$ cat src/rtl/mem_access_ctrl.sv
// CPU load/store to data-memory access controller with lane steering, load extension and timeout.
// Define MEM_ACCESS_ALIGN_CHECK_EN to fail misaligned LW/SW/LH/LHU/SH without touching memory.
module mem_access_ctrl #(
    parameter int TIMEOUT = 64
) (
    input  logic        clk,
    input  logic        reset,
    input  logic        op_valid,
    input  logic [2:0]  op_type,
    input  logic [31:0] addr,
    input  logic [31:0] wdata,
    output logic        busy,
    output logic        done,
    output logic [31:0] rdata,
    output logic        err,
    output logic        mem_req,
    output logic        mem_we,
    output logic [31:0] mem_addr,
    output logic [3:0]  mem_be,
    output logic [31:0] mem_wdata,
    input  logic        mem_ack,
    input  logic [31:0] mem_rdata
);

    localparam int CNT_W = $clog2(TIMEOUT + 1);

    localparam logic [2:0] OP_LW  = 3'b000;
    localparam logic [2:0] OP_LH  = 3'b001;
    localparam logic [2:0] OP_LHU = 3'b010;
    localparam logic [2:0] OP_LB  = 3'b011;
    localparam logic [2:0] OP_LBU = 3'b100;
    localparam logic [2:0] OP_SW  = 3'b101;
    localparam logic [2:0] OP_SH  = 3'b110;
    localparam logic [2:0] OP_SB  = 3'b111;

    typedef enum logic [1:0] {IDLE, REQ, DONE} state_t;

    state_t             state_q;
    logic [2:0]         op_q;
    logic [1:0]         lo_q;
    logic [CNT_W-1:0]   cnt_q;
    logic [CNT_W-1:0]   cnt_d;
    logic               done_q;
    logic               err_q;
    logic [31:0]        rdata_q;
    logic               mem_req_q;
    logic               mem_we_q;
    logic [29:0]        mem_addr_q;
    logic [3:0]         mem_be_q;
    logic [31:0]        mem_wdata_q;

    function automatic logic is_store(input logic [2:0] op);
        return op[2] & (op[1] | op[0]);
    endfunction

    function automatic logic [3:0] lane_be(input logic [2:0] op, input logic [1:0] lo);
        case (op)
            OP_SH:   return lo[1] ? 4'b1100 : 4'b0011;
            OP_SB:   return 4'b0001 << lo;
            default: return 4'b1111;
        endcase
    endfunction

    function automatic logic [31:0] lane_wdata(input logic [2:0] op, input logic [31:0] wd);
        case (op)
            OP_SH:   return {2{wd[15:0]}};
            OP_SB:   return {4{wd[7:0]}};
            default: return wd;
        endcase
    endfunction

    // Stores fall through to zero so rdata reads 0 on store completion.
    function automatic logic [31:0] load_ext(input logic [2:0] op, input logic [1:0] lo,
                                             input logic [31:0] w);
        logic [7:0]  b;
        logic [15:0] h;
        b = w[{lo, 3'b000} +: 8];
        h = w[{lo[1], 4'b0000} +: 16];
        case (op)
            OP_LW:   return w;
            OP_LH:   return {{16{h[15]}}, h};
            OP_LHU:  return {16'h0000, h};
            OP_LB:   return {{24{b[7]}}, b};
            OP_LBU:  return {24'h000000, b};
            default: return 32'h0;
        endcase
    endfunction

`ifdef MEM_ACCESS_ALIGN_CHECK_EN
    function automatic logic misaligned(input logic [2:0] op, input logic [1:0] lo);
        case (op)
            OP_LW, OP_SW:         return lo != 2'b00;
            OP_LH, OP_LHU, OP_SH: return lo[0];
            default:              return 1'b0;
        endcase
    endfunction
`endif

    assign cnt_d = cnt_q + 1'b1;

    always_ff @(posedge clk) begin
        if (reset) begin
            state_q     <= IDLE;
            op_q        <= '0;
            lo_q        <= '0;
            cnt_q       <= '0;
            done_q      <= 1'b0;
            err_q       <= 1'b0;
            rdata_q     <= '0;
            mem_req_q   <= 1'b0;
            mem_we_q    <= 1'b0;
            mem_addr_q  <= '0;
            mem_be_q    <= '0;
            mem_wdata_q <= '0;
        end else begin
            case (state_q)
                IDLE: begin
                    done_q <= 1'b0;
                    if (op_valid) begin
                        op_q  <= op_type;
                        lo_q  <= addr[1:0];
                        cnt_q <= '0;
`ifdef MEM_ACCESS_ALIGN_CHECK_EN
                        if (misaligned(op_type, addr[1:0])) begin
                            state_q <= DONE;
                            done_q  <= 1'b1;
                            err_q   <= 1'b1;
                            rdata_q <= '0;
                        end else
`endif
                        begin
                            state_q     <= REQ;
                            mem_req_q   <= 1'b1;
                            mem_we_q    <= is_store(op_type);
                            mem_addr_q  <= addr[31:2];
                            mem_be_q    <= lane_be(op_type, addr[1:0]);
                            mem_wdata_q <= lane_wdata(op_type, wdata);
                        end
                    end
                end
                REQ: begin
                    if (mem_ack) begin
                        state_q   <= DONE;
                        done_q    <= 1'b1;
                        err_q     <= 1'b0;
                        rdata_q   <= load_ext(op_q, lo_q, mem_rdata);
                        mem_req_q <= 1'b0;
                    end else if (cnt_d == CNT_W'(TIMEOUT)) begin
                        state_q   <= DONE;
                        done_q    <= 1'b1;
                        err_q     <= 1'b1;
                        rdata_q   <= '0;
                        mem_req_q <= 1'b0;
                    end else begin
                        cnt_q <= cnt_d;
                    end
                end
                DONE: begin
                    done_q  <= 1'b0;
                    state_q <= IDLE;
                end
                default: state_q <= IDLE;
            endcase
        end
    end

    assign busy      = (state_q != IDLE);
    assign done      = done_q;
    assign err       = err_q;
    assign rdata     = rdata_q;
    assign mem_req   = mem_req_q;
    assign mem_we    = mem_we_q;
    assign mem_addr  = {mem_addr_q, 2'b00};
    assign mem_be    = mem_be_q;
    assign mem_wdata = mem_wdata_q;

endmodule

$ cat config.mk
export PLATFORM = sky130hd
export DESIGN_NAME = mem_access_ctrl
export DESIGN_NICKNAME = d
export VERILOG_FILES = /design/src/rtl/mem_access_ctrl.sv
export SDC_FILE = /design/constraint.sdc
export NUM_CORES = 1
export LEC_CHECK = 0
export CAP_MARGIN = 20
export CORE_UTILIZATION = 39
export CTS_CLUSTER_DIAMETER = 100
export CTS_CLUSTER_SIZE = 16
export DETAILED_ROUTE_END_ITERATION = 7
export PLACE_DENSITY = 0.77
export SLEW_MARGIN = 25
export SYNTH_ARGS = -nofsm -noshare
export SYNTH_HDL_FRONTEND = slang
export SYNTH_SLANG_ARGS = --single-unit
$ cat constraint.sdc
create_clock -name clk -period 1.9 [get_ports clk]
set_clock_uncertainty 0.1 [all_clocks]
set_input_delay 0.38 -clock clk [delete_from_list [all_inputs] [get_ports clk]]
set_output_delay 0.38 -clock clk [all_outputs]
set_load 0.03 [all_outputs]
run_1/layer_met1.png
(3 px per µm) Cells faint in the background.
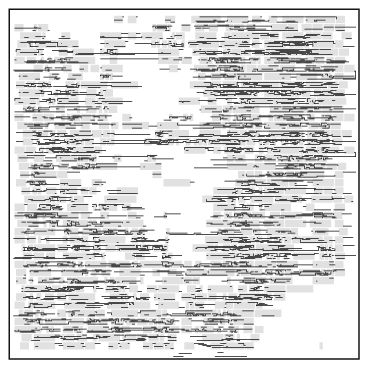
The longest straight run is 28.5 µm. The layer holds 36% of the routed length. 822 nets have wire on it.
WL final: 18.2 mm
met1 Use GR: 28.5%

run_1/layer_met2.png
(4 px per µm)
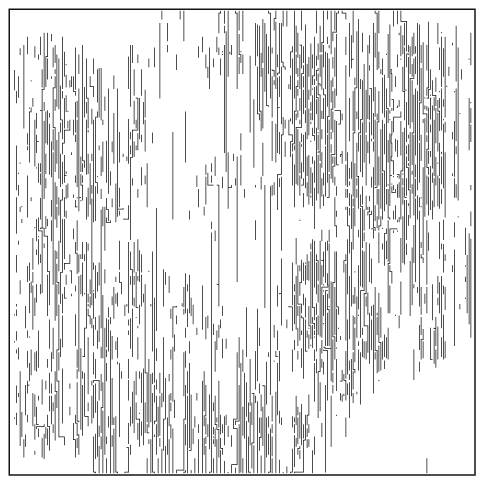
The wires run mostly vertical. 831 nets have wire on it.
vias: 5577
met2 usage: 46.1%

run_1/layer_met3.png
(2 px per µm) Cells faint in the background.
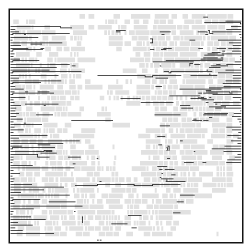
203 nets have wire on it. The longest straight run is 35.6 µm. The wires run mostly horizontal. The layer holds 10% of the routed length.
met3 Track Usage GR: 11.0%

run_1/layer_met4.png
(2 px per µm) Cells faint in the background.
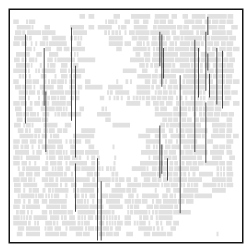
The layer carries 690 µm of wire. 23 nets have wire on it. The layer holds 3.8% of the routed length. The wires run mostly vertical. The longest straight run is 68.7 µm.

## run 1: cell usage after synthesis, types with 9 or more instances
library cell / count
a21o_1: 9
a21oi_1: 90
a311oi_1: 17
clkbuf_1: 33
dfxtp_1: 116
mux2i_1: 11
nand2_1: 153
nand3_1: 10
nor2_1: 26
o211ai_1: 10
o2bb2ai_1: 15
o2bb2ai_2: 10
## run 1: worst max-delay path by stage
stage | endpoint | depth (start not counted) | startpoint | slack (ns)
floorplan | rdata[16]$_SDFFE_PP0P_ | 6 | cnt_q[2]$_SDFFE_PP0P_ | 0.03
global placement | rdata[15]$_SDFFE_PP0P_ | 6 | mem_rdata[15] | -0.54
detailed placement | rdata[15]$_SDFFE_PP0P_ | 6 | mem_rdata[15] | -0.63
CTS | rdata[13]$_SDFFE_PP0P_ | 7 | cnt_q[0]$_SDFFE_PP0P_ | -0.06
global route | cnt_q[4]$_SDFFE_PP0P_ | 8 | cnt_q[0]$_SDFFE_PP0P_ | -0.16
finish | rdata[9]$_SDFFE_PP0P_ | 7 | cnt_q[0]$_SDFFE_PP0P_ | -0.09
## run 1: cell families after synthesis
kind of cell | after synthesis | share of synthesized area, %
flops | 116 | 45.8
fa+ha+maj | 1 | 0.247
other cells | 1 | 0.0739
buf+inv | 52 | 5.15
mux | 20 | 4.46
simple gates | 217 | 17.9
compound gates | 185 | 26.4
## run 1: final cells by class
cell class / instances / area [µm²] / share of cell area [%]
Multi-Input combinational cell: 425 / 2670 / 32.2
Timing Repair Buffer: 263 / 2450 / 29.6
Clock buffer: 21 / 480 / 5.81
Inverter: 5 / 18.8 / 0.227
Sequential cell: 116 / 2340 / 28.2
Clock inverter: 11 / 103 / 1.24
Tap cell: 172 / 215 / 2.60
==> impl_metrics.env, run 1 <==
# source this file to load flow results
export IMPL_top_area_share_pct=45.8
export IMPL_max_freq_mhz=503
export IMPL_dieArea_mm2=0.0135
export IMPL_flop_cell="dfxtp_1"
export IMPL_cp_end_kind="register"
export IMPL_avgSynthCellArea_um2=8.57
export IMPL_layout_top_cell="nand2_1"
export IMPL_power_switching_w=0.00210
export IMPL_place_area_mm2=0.00753
export IMPL_fin_crit_ns=1.99
export IMPL_worst_slew_pin_slew_ns=0.707
export IMPL_setup_viol=38
export IMPL_warnings=28
export IMPL_clk_pin_slew_worst_paths_ns=0.06
export IMPL_ios=208
export IMPL_setup_ws_ns=-0.0874
export IMPL_rsz0062_at_grt="yes"
export IMPL_required_ns=2.11
export IMPL_power_density_mw_per_mm2=876
export IMPL_critPathArrivalTime_ns=2.20
export IMPL_dr_max_layer_used="met4"
export IMPL_met1_length_mm=6.61
export IMPL_core_area_mm2=0.0127
export IMPL_r2r_start="cnt_q[0]$_SDFFE_PP0P_"
export IMPL_synth_top_cell_by_area="dfxtp_1"
export IMPL_status="complete, but fails checks"
export IMPL_yosys_area_mm2=0.00507
export IMPL_root_buffer="clkbuf_16"
export IMPL_cts_hold_buf=0
export IMPL_syn_inst=592
export IMPL_drt_pre_antenna_iters=6
export IMPL_r2r_end="rdata[9]$_SDFFE_PP0P_"
export IMPL_yosys_stat_seqShare_pct=45.8
export IMPL_cp_start_kind="register"
export IMPL_dr_first_iter_drc_count=527
export IMPL_power_frac_comb_pct=20.4
export IMPL_power_frac_clock_pct=42.6
export IMPL_r2r_slack_ns=-0.09
export IMPL_leakage_nw=3.58
export IMPL_slew_headroom_pct=52.8
export IMPL_crit_slowest_cell="dfxtp_4"
export IMPL_async_flop_share_pct=0
export IMPL_ir_drop_mv=0.479
export IMPL_grt_pass1_vias=5463
export IMPL_vias_per_cell=5.51
export IMPL_min_to="mem_addr_q[26]$_SDFFE_PP0P_"
export IMPL_grt_ovfl_total=0
export IMPL_gr_usage_all_layers_pct=26.9
export IMPL_finalHoldViolCount=0
export IMPL_gp_congestion=0.923
export IMPL_edf_count=0
export IMPL_power_combinational_w=0.00147
export IMPL_final_cell_area_mm2=0.00827
export IMPL_numSynthFlops=116
export IMPL_clkLatencyLatePin_ns=0.42
export IMPL_critical_path_class="register to register"
export IMPL_grt_first_pass_wirelength_mm=27.6
export IMPL_pre_cts_slack_ns=-0.635
export IMPL_cts_sinks=116
export IMPL_cp_max_fo=16
export IMPL_final_cell_mix="nand2_1 (150), dfxtp_1 (109), dlygate4sd2_1 (102)"
export IMPL_violations="negative setup slack"
export IMPL_drcViolationCount=0
run_1/congestion.png
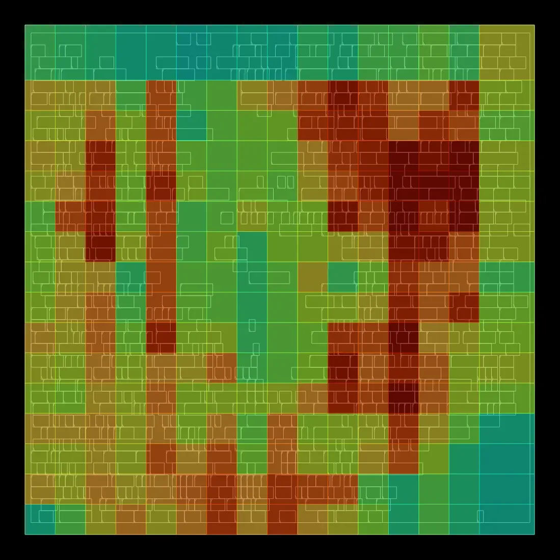

==> run 1 -> run 2 <==
--- a/config.mk
+++ b/config.mk
@@ -6,11 +6,14 @@
 export NUM_CORES = 1
 export LEC_CHECK = 0
 export CAP_MARGIN = 20
-export CORE_UTILIZATION = 39
+export CELL_PAD_IN_SITES_DETAIL_PLACEMENT = 2
+export CELL_PAD_IN_SITES_GLOBAL_PLACEMENT = 2
+export CORE_UTILIZATION = 22
 export CTS_CLUSTER_DIAMETER = 100
 export CTS_CLUSTER_SIZE = 16
 export DETAILED_ROUTE_END_ITERATION = 7
-export PLACE_DENSITY = 0.77
+export GPL_TIMING_DRIVEN = 0
+export PLACE_DENSITY_LB_ADDON = 0.1
 export SLEW_MARGIN = 25
 export SYNTH_ARGS = -nofsm -noshare
 export SYNTH_HDL_FRONTEND = slang
run_2/congestion.png
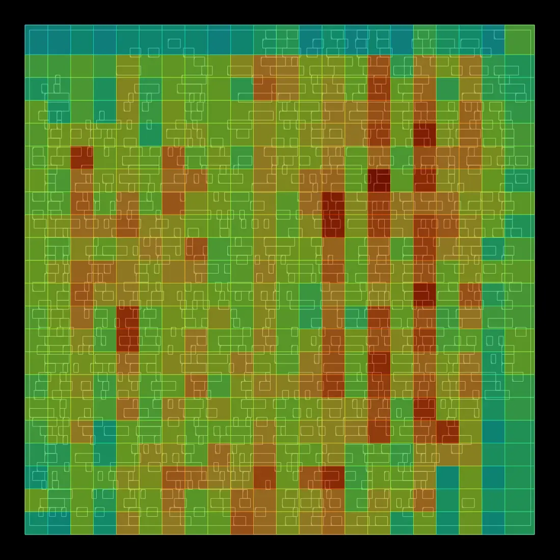
met3 Track Usage GR: 6.06%
met2 usage: 34.7%
GRT Util Overall: 19.3%
Routed WL per cell: 19.8 µm

run_2/layer_met3.png
(2 px per µm) Cells faint in the background.
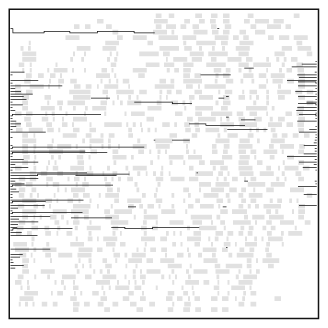
117 nets have wire on it. The longest straight run is 65.8 µm. The layer holds 5.8% of the routed length. The layer carries 1300 µm of wire. The wires run mostly horizontal.
vias: 5399
WL final: 22.3 mm

run_2/layer_met2.png
(3 px per µm)
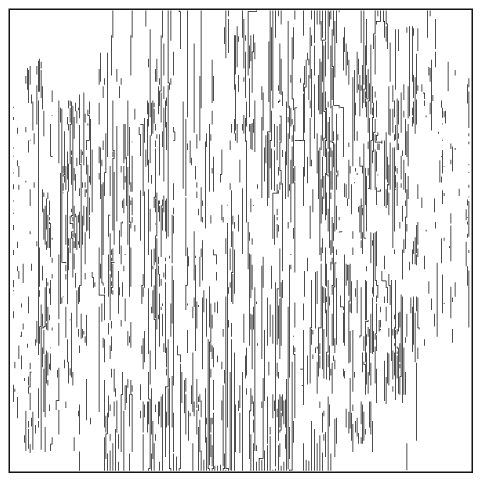

==> impl_metrics.env, run 2 <==
# source this file to load flow results
export IMPL_synthXorXnorAreaFrac_pct=0
export IMPL_min_period_over_period_pct=102
export IMPL_finalHoldViolCount=0
export IMPL_layout_nets=934
export IMPL_gp_congestion=0.803
export IMPL_use_met1_pct=21.9
export IMPL_final_cell_area_mm2=0.00845
export IMPL_required_ns=2.14
export IMPL_finalMaxSlewViolations=0
export IMPL_grt_first_pass_wirelength_mm=34.9
export IMPL_cts_tree="built"
export IMPL_htree_levels=4
export IMPL_grt_ovfl_total=0
export IMPL_avgSynthCellArea_um2=8.57
export IMPL_async_flop_share_pct=0
export IMPL_slew_headroom_pct=58.7
export IMPL_fin_crit_ns=1.94
export IMPL_final_cell_mix="nand2_1 (152), dfxtp_1 (110), dlygate4sd2_1 (103)"
export IMPL_cp_max_fo=5
export IMPL_rsz0062_at_grt="yes"
export IMPL_portBuffers=205
export IMPL_setup_viol=29
export IMPL_final_setup_tns_ns=-0.525
export IMPL_simple_gate_share_pct=17.9
export IMPL_cts_sinks=116
export IMPL_top_cell="nand2_1"
export IMPL_ys_sh_aoi_pct=26.4
export IMPL_area_delta_synth_final_pct=66.6
export IMPL_clkLatencyLatePin_ns=0.42
export IMPL_warnings=28
export IMPL_regArea_mm2=0.00234
export IMPL_synth_top_cell_by_area="dfxtp_1"
export IMPL_top_area_share_pct=45.8
export IMPL_vias_per_cell=4.79
export IMPL_hold_start="rdata[14]$_SDFFE_PP0P_"
export IMPL_ir_drop_mv=0.547
export IMPL_logic_area_mm2=0.00276
export IMPL_top_cells_by_count="nand2_1 (153), dfxtp_1 (116), a21oi_1 (90)"
export IMPL_r2r_start="cnt_q[0]$_SDFFE_PP0P_"
export IMPL_critical_path_class="register to register"
export IMPL_edf_count=0
export IMPL_numSynthFlops=116
export IMPL_syn_inst=592
export IMPL_cp_end_kind="register"
export IMPL_leakage_nw=3.57
export IMPL_ys_warn_count=0
export IMPL_status="complete, but fails checks"
export IMPL_topCombFamilyByArea="AND-OR/OR-AND gates"
export IMPL_cts_made_buffers=17
export IMPL_met1_length_mm=9.51
export IMPL_clk_pin_slew_worst_paths_ns=0.05
export IMPL_mux_share_pct=4.46
export IMPL_violations="negative setup slack"
export IMPL_grt_pass1_vias=6297
export IMPL_core_area_mm2=0.0226
export IMPL_dr_first_iter_drc_count=188
export IMPL_root_buffer="clkbuf_16"
export IMPL_setup_ws_ns=-0.0423
export IMPL_worst_slew_pin_slew_ns=0.620
export IMPL_yosys_area_mm2=0.00507
export IMPL_synthAdderAreaFrac_pct=0.247
export IMPL_grt_start_max_net_pins=17
export IMPL_layout_top_cell="nand2_1"
export IMPL_cp_start_kind="register"
export IMPL_die_w_um=154
export IMPL_yosys_stat_seqShare_pct=45.8
export IMPL_dr_max_layer_used="met4"
export IMPL_drive_gt1_share_pct=17.0
export IMPL_ios=208
export IMPL_power_density_mw_per_mm2=915
export IMPL_drt_pre_antenna_iters=4
export IMPL_drcViolationCount=0
export IMPL_cts_hold_buf=0
export IMPL_place_area_mm2=0.00751
export IMPL_dieArea_mm2=0.0237
export IMPL_flop_cell="dfxtp_1"
export IMPL_max_freq_mhz=515
export IMPL_crit_start="cnt_q[0]$_SDFFE_PP0P_"
export IMPL_critPathArrivalTime_ns=2.18
## run 2: metrics by stage
step | worst slack (ns) | hold slack [ns] | cells
after CTS | -0.0747 | 0.354 | 1129
after global routing | -0.123 | 0.366 | 1128
after detailed placement | -1.24 | 0.343 | 1083
after floorplan | 0.0340 | 0.352 | 593
final | -0.0423 | 0.346 | 1128
after global placement | -1.19 | 0.338 | 1083
## run 2: kinds of logic after synthesis
family | Yosys count
compound gates | 185
fa+ha+maj | 1
buf+inv | 52
flops | 116
mux | 20
other cells | 1
simple gates | 217
## run 2: path summary, 6_finish.rpt
check	depth (start not counted)	slack [ns]	to
worst min register to register	1	0.35	rdata[14]$_SDFFE_PP0P_
worst max-delay path	7	-0.04	cnt_q[1]$_SDFFE_PP0P_
worst min-delay path	1	0.35	rdata[14]$_SDFFE_PP0P_
worst max register to register	7	-0.04	cnt_q[1]$_SDFFE_PP0P_
## run 2: where the power goes
group	internal [W]	switching, W	leakage (nW)
logic	0.000605	0.000912	2.31
clock network	0.00239	0.00116	0.314
registers	0.00258	0.0000900	0.954
total	0.00558	0.00216	3.57
## run 2: what timing repair did
item                       4_1_cts  5_1_grt
cloned                           2        0
pin swaps                       19        9
resized                        169       33
buffers inserted                13        1
setup endpoints to repair      216      113
## run 2: area by class of cell
type / count / area share [%]
well taps: 285 / 4.22
multi-input cells: 425 / 32.6
inverters: 5 / 0.222
repair buffers: 221 / 24.2
flip-flops and latches: 116 / 27.6
clock inverters: 10 / 2.10
clock buffers: 22 / 5.49
plain buffers: 44 / 3.43
## run 2: critical path, stage by stage (launching register included)
cell and delay [ns]:
dfxtp_4 0.36, ha_4 0.16, nand2_2 0.06, or3_4 0.41, a22oi_4 0.25, buf_6 0.17, o31a_1 0.17, mux2i_1 0.19
Power figures rest on the tool's default switching activity, not on a simulated workload.
